Design sw_xbar_alloc_flat, sky130hd; sources not shown.
### Cell classes on the final placement, run 1

Fill, decap, tap and diode cells in gray.
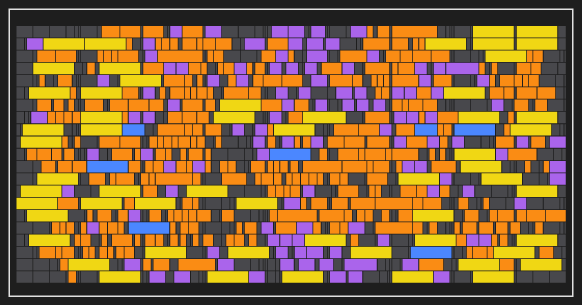
Purple stands for remaining buffers and delay cells, cells 112, share of their area 19%. Blue stands for clock drivers and dummy loads, cells 7, share of their area 3.1%. Orange stands for remaining logic cells, cells 329, share of their area 50%. Yellow stands for registers, cells 56, share of their area 28%.
core footprint: 0.00696 mm²
cell area after layout: 0.00508 mm²
Seq/total area: 27.6%
Final Util: 73.0%

### Cell outlines without signal wires, run 1

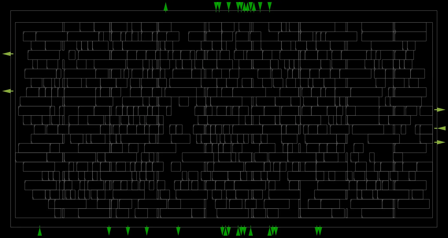
TAP cells: 92
Filler cells: 505
Cell Rows: 21
fin cells: 596

### Wiring by layer, run 1

The bar under the picture is 20 µm long. Two of the layers only.
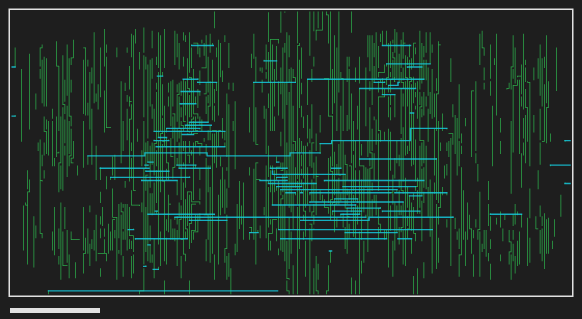
Cyan stands for M3, wire length 780 µm. Green stands for M2, wire length 5050 µm.
Avg WL per Cell: 18.5 µm
drt total wl: 11000 µm
total track usage: 29.1%
via count: 3605

==> metrics.yaml, run 1 <==
cells_and_area:
  largest_reg_flops: 24
  layout.nets: 538
  area_delta_synth_final_pct: 35.2
  drive_gt1_share_pct: 30.2
  regArea_mm2: 0.00140
  comb_area_share_pct: 46.4
  antenna_cells: 0
  signal_buffers: 112
  nFlopsAndLatches: 56
timing:
  tightest_slew_ns: 0.533
  setup_viol: 5
  worst_slack_ns: -0.223
  fmax_mhz: 413
power_and_ir_drop:
  seqPwrFrac_pct: 41.8
  comb_power_w: 0.00137
  netSwitchingFraction_pct: 36.1
  power_frac_clock_pct: 22.3
  combPwrFrac_pct: 35.9
  p_int_w: 0.00244
logic_synthesis:
  ys_cells: 397
  topCombFamilyByArea: "simple AND/OR/NAND/NOR gates"
  avgSynthCellArea_um2: 9.46
  adder_share_pct: 6.66
  postSynth.asyncResetShare_pct: 100
  simple_gate_area_share_pct: 21.8
  edf_count: 0
  yosys-top-cells-count: "dfrtp_1, nand2_1, inv_1"
  yosys_warnings: 0
  xor_area_share_pct: 1.86
  ys_types: 67
floorplan:
  fp_util_pct: 54.0
setup_path:
  crit_cells: 11
  path_cells: "clkdlybuf4s50_1 > nor4b_4 > and2_4 > o221a_2 > o2bb2ai_4 > nand2b_4 > ha_1 > inv_1 > a311oi_2 > a222oi_1 > o21ai_1"
  path_delay_family: "AND-OR/OR-AND gates"
  cp-start-kind: "primary input"
  worstSetupEndpointType: "flip-flop"
grt:
  met3_usage_pct: 6.12
  top_usage_layer: "met2"
  grt_pass1_wl_um: 17900
  grt_max_degree: 19
drt:
  ant_nets: 0
  highest_layer: "met4"
  wl_met2_um: 5050
  first_iter_violations: 249
cts:
  post_cts_resized: 22
  cts_buffer_depth: 2
  cts-root-buf: "clkbuf_16"
  clk_pin_slew_ns: 0.07
  cts_buffers: 5
  htreeDepth: 2
hold_path:
  min_path_type: "in -> async"
status:
  violations: "negative setup slack"
  outcome: "finished, violations left"
run:
  maxCapViolCount: 0
--- run 2 (diff from run 1) ---
--- a/config.mk
+++ b/config.mk
@@ -12,6 +12,7 @@
 export CTS_CLUSTER_DIAMETER = 120
 export DETAILED_ROUTE_END_ITERATION = 8
 export PLACE_DENSITY = 0.74
+export SLEW_MARGIN = 20
 export SYNTH_ARGS = -nofsm -noshare
 export SYNTH_HDL_FRONTEND = slang
 export SYNTH_SLANG_ARGS = --single-unit
==> constraint.sdc (replaced) <==
create_clock -name clk -period 2 [get_ports clk]
set_input_delay 0.4 -clock clk [delete_from_list [all_inputs] [get_ports clk]]
set_output_delay 0.4 -clock clk [all_outputs]
set_load 0.02 [all_outputs]
### Cell outlines without signal wires, run 2

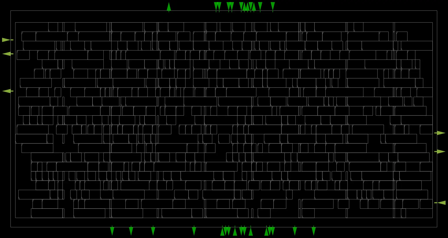
Final Util: 76.9%
flop count: 56
fin cells: 612
Filler cells: 444
Seq/total area: 26.4%

### Sequential cells grouped by signal name, run 2

Other sequential cells in the stronger gray, the rest of the logic in the fainter gray.
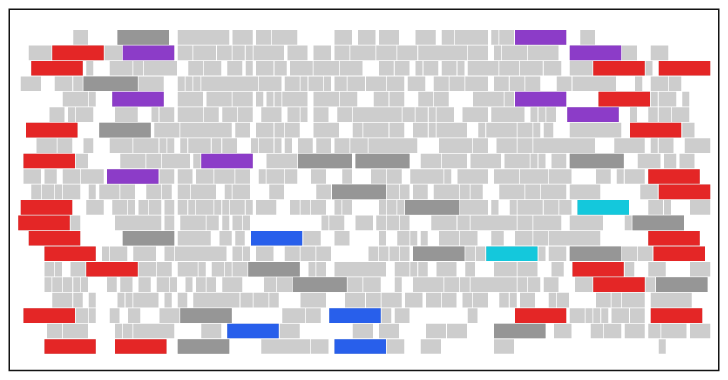
Purple stands for u_core.ptr_q, placed flops 8. Red stands for u_core.cnt_q, placed flops 24, where all over the die. Cyan stands for u_core.bus.sel0, placed flops 2. Blue stands for u_core.bus.err, placed flops 4, where bottom middle.
Power Sequential: 0.00176 W
register area: 0.00141 mm²

==> run 2 against run 1 <==
Against the previous run:
- largest cell class unchanged
- wire length grew 9.4%
- clock power grew 27%
- combinational power grew 18%
- largest power group unchanged
- the run still ends with negative setup slack left
- critical path type is now reg -> reg
- clock-buffer cell count is the same
- non-clock buffer count grew 14
- area after synthesis is the same
- sequential share of layout area shrank 1.3 points
- core utilization grew 3.9 points
==> metrics.yaml, run 2 <==
grt:
  met3_usage_pct: 8.41
  grt_usage_pct: 30.4
  top_usage_layer: "met2"
  grt_pass1_wl_um: 18800
  grt_max_degree: 24
  grt_use_met1_pct: 40.0
cells_and_area:
  largest_class: "combinational gates"
  antenna_cells: 0
  comb_area_share_pct: 46.2
  design_area_mm2: 0.00535
  signal_buffers: 126
  largest_reg_flops: 24
  layout.nets: 553
  drive_gt1_share_pct: 36.9
  area_delta_synth_final_pct: 42.4
power_and_ir_drop:
  netSwitchingFraction_pct: 35.7
  comb_power_w: 0.00162
  p_per_area_mw_per_mm2: 835
  power_w: 0.00447
  maxPowerGroup: "registers"
  ir_worst_vdd_uv: 492
  combPwrFrac_pct: 36.3
  powerClk_w: 0.00108
  power_frac_clock_pct: 24.3
  p_int_w: 0.00287
  seqPwrFrac_pct: 39.4
floorplan:
  die_w_um: 125
  fp_util_pct: 54.0
  ios: 34
  tap_cells: 92
  rows: 21
  coreArea_mm2: 0.00696
  dieHeight_um: 63.3
run:
  maxCapViolCount: 0
  warnings: 41
timing:
  hold-worst-slack_ns: 0.433
  rsz0062_at_grt: "true"
  worst_slack_ns: -0.427
  fmax_mhz: 412
  setup_tns_ns: -4.29
  setup_viol: 29
  tightest_slew_ns: 0.452
  post-route-period-util_pct: 121
  finalHoldViolations: 0
logic_synthesis:
  xor_area_share_pct: 1.86
  yosys_warnings: 0
  topCombFamilyByArea: "simple AND/OR/NAND/NOR gates"
  edf_count: 0
  ys_cells: 397
  ys_seq_share_pct: 37.3
  simple_gate_area_share_pct: 21.8
  ys_types: 67
  postSynth.asyncResetShare_pct: 100
  avgSynthCellArea_um2: 9.46
  yosys-top-cells-count: "dfrtp_1, nand2_1, inv_1"
  most_common_cell: "dfrtp_1"
  adder_share_pct: 6.66
setup_path:
  cp-start-kind: "flip-flop"
  r2r_cells: 10
  worstSetupEndpointType: "flip-flop"
  path_cells: "or4b_4 > nor3_4 > a311oi_2 > o2bb2ai_2 > a21oi_1 > ha_1 > nand2b_1 > a41oi_1 > a222oi_1 > o21ai_1"
  max_stage_delay_ns: 0.55
  path_delay_family: "AND-OR/OR-AND gates"
  crit_cells: 10
cts:
  clk_pin_slew_ns: 0.07
  post_cts_resized: 37
  cts_buffer_depth: 2
  cts_buffers: 5
  cts_tree: "done"
  htreeDepth: 2
  cts-root-buf: "clkbuf_16"
status:
  violations: "negative setup slack"
  outcome: "finished, violations left"
drt:
  first_iter_violations: 396
  via_count: 3856
  wl_met2_um: 5480
  highest_layer: "met4"
  met1Wirelength_um: 5170
  vias_per_cell: 6.30
  ant_nets: 0
hold_path:
  min_path_type: "in -> async"
### Wiring by layer, run 2

The bar under the picture is 20 µm long. Two of the layers only.
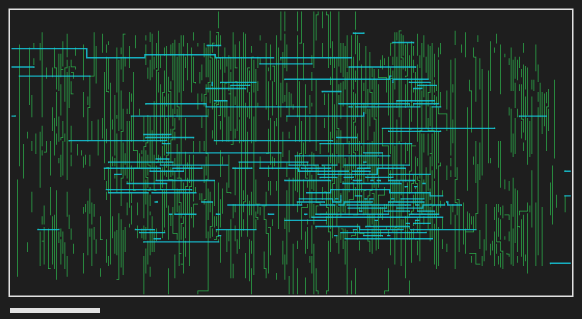
Green stands for M2, wire length 5480 µm. Cyan stands for M3, wire length 1130 µm.
Avg WL per Cell: 19.7 µm
drt total wl: 12100 µm

No activity file was given, so power comes from the tool's default toggle rates.
